$ cat src/rtl/seg_pkg.sv
// Shared 7-segment definitions: active-low patterns, bit6=a .. bit0=g.
package seg_pkg;

  typedef logic [6:0] seg_t;

  localparam seg_t SEG_BLANK = 7'h7F;
  localparam seg_t SEG_0     = 7'b0000001;
  localparam seg_t SEG_1     = 7'b1001111;
  localparam seg_t SEG_2     = 7'b0010010;
  localparam seg_t SEG_3     = 7'b0000110;
  localparam seg_t SEG_4     = 7'b1001100;
  localparam seg_t SEG_5     = 7'b0100100;
  localparam seg_t SEG_6     = 7'b0100000;
  localparam seg_t SEG_7     = 7'b0001111;
  localparam seg_t SEG_8     = 7'b0000000;
  localparam seg_t SEG_9     = 7'b0000100;
  localparam seg_t SEG_DASH  = 7'b1111110;

endpackage

$ cat src/rtl/seg_scan_driver_if.sv
// Producer-facing bus of seg_scan_driver. Optional duty input under SEG_SCAN_DIM_EN.
interface seg_scan_driver_if #(
  parameter int NUM_DIGITS = 4
);
  import seg_pkg::*;

  localparam int IDX_W = $clog2(NUM_DIGITS);

  logic                  enable;
  logic                  load;
  logic [IDX_W-1:0]      load_idx;
  seg_t                  load_seg;
  logic                  swap_req;
  logic                  swap_ack;
  logic                  frame_done;
  seg_t                  seg_n;
  logic [NUM_DIGITS-1:0] an_n;
`ifdef SEG_SCAN_DIM_EN
  logic [3:0]            duty;
`endif

  modport master (
`ifdef SEG_SCAN_DIM_EN
    output duty,
`endif
    output enable, load, load_idx, load_seg, swap_req,
    input  swap_ack, frame_done, seg_n, an_n
  );

  modport slave (
`ifdef SEG_SCAN_DIM_EN
    input  duty,
`endif
    input  enable, load, load_idx, load_seg, swap_req,
    output swap_ack, frame_done, seg_n, an_n
  );

endinterface

$ cat src/rtl/seg_scan_timebase.sv
// Slot/digit scan counters; enable=0 parks the scan at digit 0, slot 0.
module seg_scan_timebase #(
  parameter int NUM_DIGITS    = 4,
  parameter int PRESCALE_LOG2 = 16,
  localparam int DIG_W        = $clog2(NUM_DIGITS)
) (
  input  logic                     clk,
  input  logic                     reset,
  input  logic                     enable,
  output logic                     boundary,
  output logic [PRESCALE_LOG2-1:0] slot_cnt,
  output logic [DIG_W-1:0]         digit
);

  localparam logic [PRESCALE_LOG2-1:0] SLOT_ONE = PRESCALE_LOG2'(1);
  localparam logic [DIG_W-1:0]         DIG_ONE  = DIG_W'(1);
  localparam logic [DIG_W-1:0]         DIG_LAST = DIG_W'(NUM_DIGITS - 1);

  logic [PRESCALE_LOG2-1:0] slot_cnt_d, slot_cnt_q;
  logic [DIG_W-1:0]         digit_d, digit_q;

  always_comb begin
    slot_cnt_d = slot_cnt_q + SLOT_ONE;
    digit_d    = digit_q;
    if (&slot_cnt_q)
      digit_d = (digit_q == DIG_LAST) ? '0 : digit_q + DIG_ONE;
    if (!enable) begin
      slot_cnt_d = '0;
      digit_d    = '0;
    end
  end

  always_ff @(posedge clk or posedge reset) begin
    if (reset) begin
      slot_cnt_q <= '0;
      digit_q    <= '0;
    end else begin
      slot_cnt_q <= slot_cnt_d;
      digit_q    <= digit_d;
    end
  end

  assign boundary = (slot_cnt_q == '0) && (digit_q == '0);
  assign slot_cnt = slot_cnt_q;
  assign digit    = digit_q;

endmodule

$ cat src/rtl/seg_scan_driver.sv
// Double-buffered multiplexed common-anode 7-seg driver with anode dead-time.
// Build with SEG_SCAN_DIM_EN to add the bus.duty brightness control.
module seg_scan_driver #(
  parameter int NUM_DIGITS    = 4,
  parameter int PRESCALE_LOG2 = 16,
  parameter int DEADTIME      = 64
) (
  input  logic             clk,
  input  logic             reset,
  seg_scan_driver_if.slave bus
);
  import seg_pkg::*;

  localparam int DIG_W = $clog2(NUM_DIGITS);
  localparam logic [PRESCALE_LOG2-1:0] DEAD_CNT = PRESCALE_LOG2'(DEADTIME);

  logic                     boundary;
  logic [PRESCALE_LOG2-1:0] slot_cnt;
  logic [DIG_W-1:0]         digit;

  logic [NUM_DIGITS-1:0][6:0] front_d, front_q;
  logic [NUM_DIGITS-1:0][6:0] back_d, back_q;
  logic                       pending_d, pending_q;
  seg_t                       seg_n_d, seg_n_q;
  logic [NUM_DIGITS-1:0]      an_n_d, an_n_q;
  logic                       frame_done_d, frame_done_q;
  logic                       swap_ack_d, swap_ack_q;
  logic                       commit;
  logic                       dim_ok;
  logic                       anode_on;

  seg_scan_timebase #(
    .NUM_DIGITS    (NUM_DIGITS),
    .PRESCALE_LOG2 (PRESCALE_LOG2)
  ) u_timebase (
    .clk      (clk),
    .reset    (reset),
    .enable   (bus.enable),
    .boundary (boundary),
    .slot_cnt (slot_cnt),
    .digit    (digit)
  );

`ifdef SEG_SCAN_DIM_EN
  // PWM inside the slot: the top 4 slot bits are the phase compared against duty.
  assign dim_ok = (slot_cnt[PRESCALE_LOG2-1 -: 4] <= bus.duty);
`else
  assign dim_ok = 1'b1;
`endif

  assign anode_on = bus.enable && (slot_cnt >= DEAD_CNT) && dim_ok;

  always_comb begin
    // While disabled nothing is on screen, so a commit cannot tear.
    commit    = (boundary || !bus.enable) && (pending_q || bus.swap_req);
    pending_d = !commit && (pending_q || bus.swap_req);

    // Commit copies back_q, i.e. the value before any same-cycle load.
    front_d = commit ? back_q : front_q;
    back_d  = back_q;
    if (bus.load && (int'(bus.load_idx) < NUM_DIGITS))
      back_d[bus.load_idx] = bus.load_seg;

    an_n_d  = '1;
    seg_n_d = SEG_BLANK;
    if (anode_on) begin
      an_n_d[digit] = 1'b0;
      seg_n_d       = front_q[digit];
    end

    frame_done_d = bus.enable && boundary;
    swap_ack_d   = commit;
  end

  always_ff @(posedge clk or posedge reset) begin
    if (reset) begin
      front_q      <= {NUM_DIGITS{SEG_BLANK}};
      back_q       <= {NUM_DIGITS{SEG_BLANK}};
      pending_q    <= 1'b0;
      seg_n_q      <= SEG_BLANK;
      an_n_q       <= '1;
      frame_done_q <= 1'b0;
      swap_ack_q   <= 1'b0;
    end else begin
      front_q      <= front_d;
      back_q       <= back_d;
      pending_q    <= pending_d;
      seg_n_q      <= seg_n_d;
      an_n_q       <= an_n_d;
      frame_done_q <= frame_done_d;
      swap_ack_q   <= swap_ack_d;
    end
  end

  assign bus.seg_n      = seg_n_q;
  assign bus.an_n       = an_n_q;
  assign bus.frame_done = frame_done_q;
  assign bus.swap_ack   = swap_ack_q;

endmodule

$ cat src/flat_wrapper.sv
// flat-port wrapper written by rule: the top's interface ports become plain ports
module seg_scan_driver_flat import seg_pkg::*;
#(
  parameter int NUM_DIGITS    = 4,
  parameter int PRESCALE_LOG2 = 16,
  parameter int DEADTIME      = 64
)
  (clk, reset, bus_enable, bus_load, bus_load_idx, bus_load_seg, bus_swap_req, bus_swap_ack, bus_frame_done, bus_seg_n, bus_an_n);
  seg_scan_driver_if #(.NUM_DIGITS(NUM_DIGITS)) bus_i ();
  input  logic clk;
  input  logic reset;
  input wire logic [$bits(bus_i.enable)-1:0] bus_enable;
  input wire logic [$bits(bus_i.load)-1:0] bus_load;
  input wire logic [$bits(bus_i.load_idx)-1:0] bus_load_idx;
  input wire logic [$bits(bus_i.load_seg)-1:0] bus_load_seg;
  input wire logic [$bits(bus_i.swap_req)-1:0] bus_swap_req;
  output wire logic [$bits(bus_i.swap_ack)-1:0] bus_swap_ack;
  output wire logic [$bits(bus_i.frame_done)-1:0] bus_frame_done;
  output wire logic [$bits(bus_i.seg_n)-1:0] bus_seg_n;
  output wire logic [$bits(bus_i.an_n)-1:0] bus_an_n;
  assign bus_i.enable = bus_enable;
  assign bus_i.load = bus_load;
  assign bus_i.load_idx = bus_load_idx;
  assign bus_i.load_seg = bus_load_seg;
  assign bus_i.swap_req = bus_swap_req;
  assign bus_swap_ack = bus_i.swap_ack;
  assign bus_frame_done = bus_i.frame_done;
  assign bus_seg_n = bus_i.seg_n;
  assign bus_an_n = bus_i.an_n;
  seg_scan_driver #(.NUM_DIGITS(NUM_DIGITS), .PRESCALE_LOG2(PRESCALE_LOG2), .DEADTIME(DEADTIME)) u_core (.clk(clk), .reset(reset), .bus(bus_i));
endmodule
$ cat config.mk
export PLATFORM = sky130hd
export DESIGN_NAME = seg_scan_driver_flat
export DESIGN_NICKNAME = d
export VERILOG_FILES = /design/src/rtl/seg_pkg.sv /design/src/rtl/seg_scan_driver_if.sv /design/src/rtl/seg_scan_timebase.sv /design/src/rtl/seg_scan_driver.sv /design/src/flat_wrapper.sv
export SDC_FILE = /design/constraint.sdc
export NUM_CORES = 1
export LEC_CHECK = 0
export ABC_AREA = 1
export CAP_MARGIN = 25
export CORE_MARGIN = 2
export CORE_UTILIZATION = 50
export CTS_CLUSTER_DIAMETER = 40
export DETAILED_ROUTE_END_ITERATION = 6
export HOLD_SLACK_MARGIN = 0.02
export PLACE_DENSITY = 0.73
export RECOVER_POWER = 25
export SLEW_MARGIN = 20
export SYNTH_ARGS = -nofsm -noshare
export SYNTH_HDL_FRONTEND = slang
export SYNTH_HIERARCHICAL = 1
export SYNTH_SLANG_ARGS = --single-unit
$ cat constraint.sdc
create_clock -name clk -period 5.5 [get_ports clk]
set_clock_uncertainty 0.2 [all_clocks]
set_input_delay 1.1 -clock clk [delete_from_list [all_inputs] [get_ports clk]]
set_output_delay 1.1 -clock clk [all_outputs]
set_load 0.02 [all_outputs]
power_grid.png
Scale: 4 px per um. Pins as bars on the die edge.
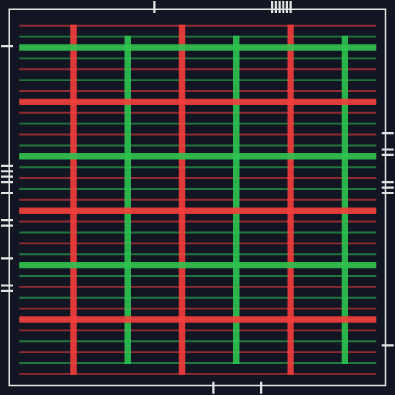
| colour | net |
|---|---|
| red | VSS |
| green | VDD |
met1 rails: 33
signal pins: 27
met5 straps: 6
rows: 32

congestion.png
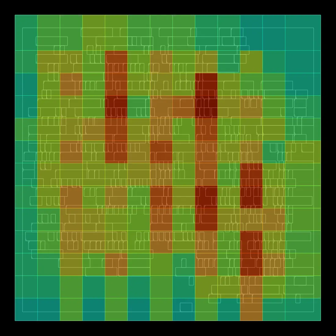
post-layout utilization of the core: 0.5791
met1 Usage GRT: 0.2636
GRT Total Usage: 0.1964
met2 track demand over resource in global routing: 0.3196

cell_density.png
Scale: 3 px per um. The die is cut into 9 by 9 equal tiles; white is low, dark blue is high, 0 to 100% covered.
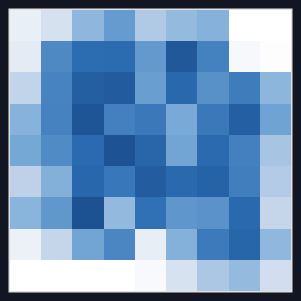
nearly empty tiles: 8.6%
mean over tiles: 50%
fullest tile: 87%
tiles over 75% full: 24%
Std-Cell Core Area: 7767 um^2
starting utilization of the core area: 0.5179

clk_routes.png
Scale: 6 px per um.
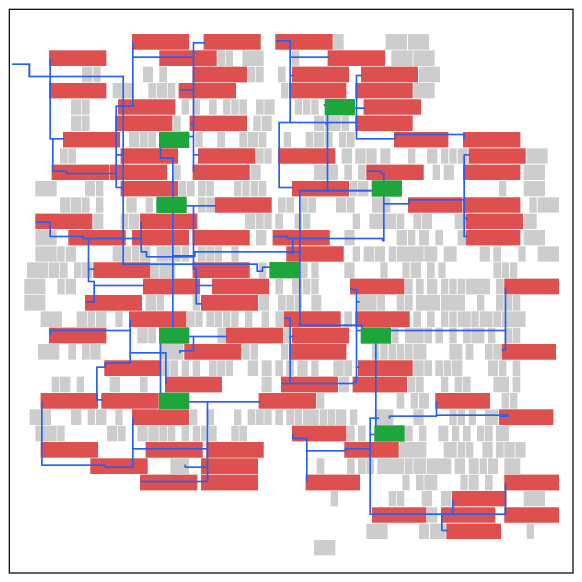
[red] flip-flops | count: 88
[blue] clock wires | length: 888 um
[green] clock drivers | count: 9
routed clock nets: 10
source-to-sink clock delay at the later pin of the worst-skew pair: 350 ps
Power Clock: 411 uW
part of the power in the clock network: 0.291

layer_met4.png
Scale: 4 px per um.
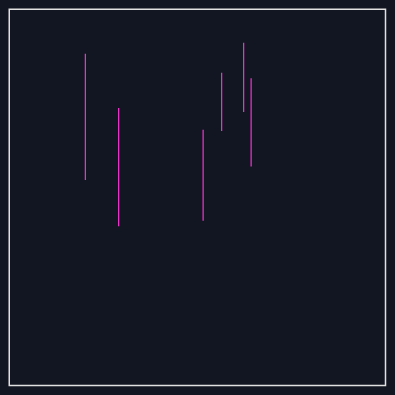
wire length on this layer: 136 um
nets with wire on the layer: 4

==> summary.txt <==
yosys + openroad results -> status completed, net count reported at finish 514, depth of the CTS H-tree 3, buffer-and-inverter tally for the worst setup path 4, post-synthesis cell type with the largest combined area sky130_fd_sc_hd__dfstp_2, fin crit share 0.6177, Worst Hold End u_core/front_q[7], met3 Track Usage GR 0.03130, Max clock buf depth 2, portion of synthesized cell area occupied by the leading cell type 0.4376, r2r endpoint u_core/front_q[14], total of flip-flops plus latches after synthesis 88, antenna viol nets, final 0, sum of routed wire length over all layers 7.880 mm, depth of the worst register-to-register path 12, CTS Buf Count 9, count of input and output buffers 26, Critical Path RT 5590 ps, diode insertion count for antenna repair 0, Sink Count 88, wire length on met3 289 um, antenna violations before repair 0
[registers in the layout (all words and copies together), names as in the netlist]
signal and cells:
u_core/front_q 28, u_core/bus.frame_done 1, u_core/u_timebase/slot_cnt 16, u_core/bus.seg_n 7
u_core/pending_q 1, u_core/bus.an_n 4, u_core/u_timebase/digit 2, u_core/back_q 28
u_core/bus.swap_ack 1
[area by class of cell]
class | count | area, um^2 | share of cell area
Clock inverter | 7 | 61.31 | 0.01363
Clock buffer | 9 | 123.9 | 0.02754
Multi-Input combinational cell | 329 | 1474 | 0.3277
Timing Repair Buffer | 29 | 279.0 | 0.06203
Inverter | 39 | 146.4 | 0.03255
Sequential cell | 88 | 2286 | 0.5082
Tap cell | 102 | 127.6 | 0.02837
[worst max path at each step]
| stage | to | slack [ps] | depth (start not counted) |
|---|---|---|---|
| floorplan | u_core/bus.frame_done | 2540 | 1 |
| global placement | u_core/front_q[16] | 2480 | 8 |
| detailed placement | u_core/front_q[14] | 2450 | 8 |
| CTS | bus_an_n[3] | 2700 | 1 |
| global route | u_core/front_q[14] | 1890 | 8 |
| finish | u_core/front_q[14] | 2100 | 8 |
[stage by stage]
stage	instances	cell area, um^2
4_1_cts	603	4502
3_3_place_gp	587	4317
3_5_place_dp	587	4317
5_1_grt	603	4498
2_1_floorplan	473	4023
6_report	603	4498
[power by group]
group	internal [mW]	switching [mW]	total, mW
registers	0.791	0.0511	0.842
clock network	0.173	0.239	0.411
logic	0.0589	0.100	0.159
[cell families (layout without fill, tap and decap cells)]
logic type / after synthesis / after routing / synth area share
buffers and inverters: 56 / 84 / 0.06532
AOI/OAI and AO/OA: 46 / 46 / 0.06221
DFF: 88 / 88 / 0.5683
adders and majority gates: 4 / 4 / 0.01244
and+or+nand+nor: 279 / 279 / 0.2918
Power figures rest on the tool's default switching activity, not on a simulated workload.
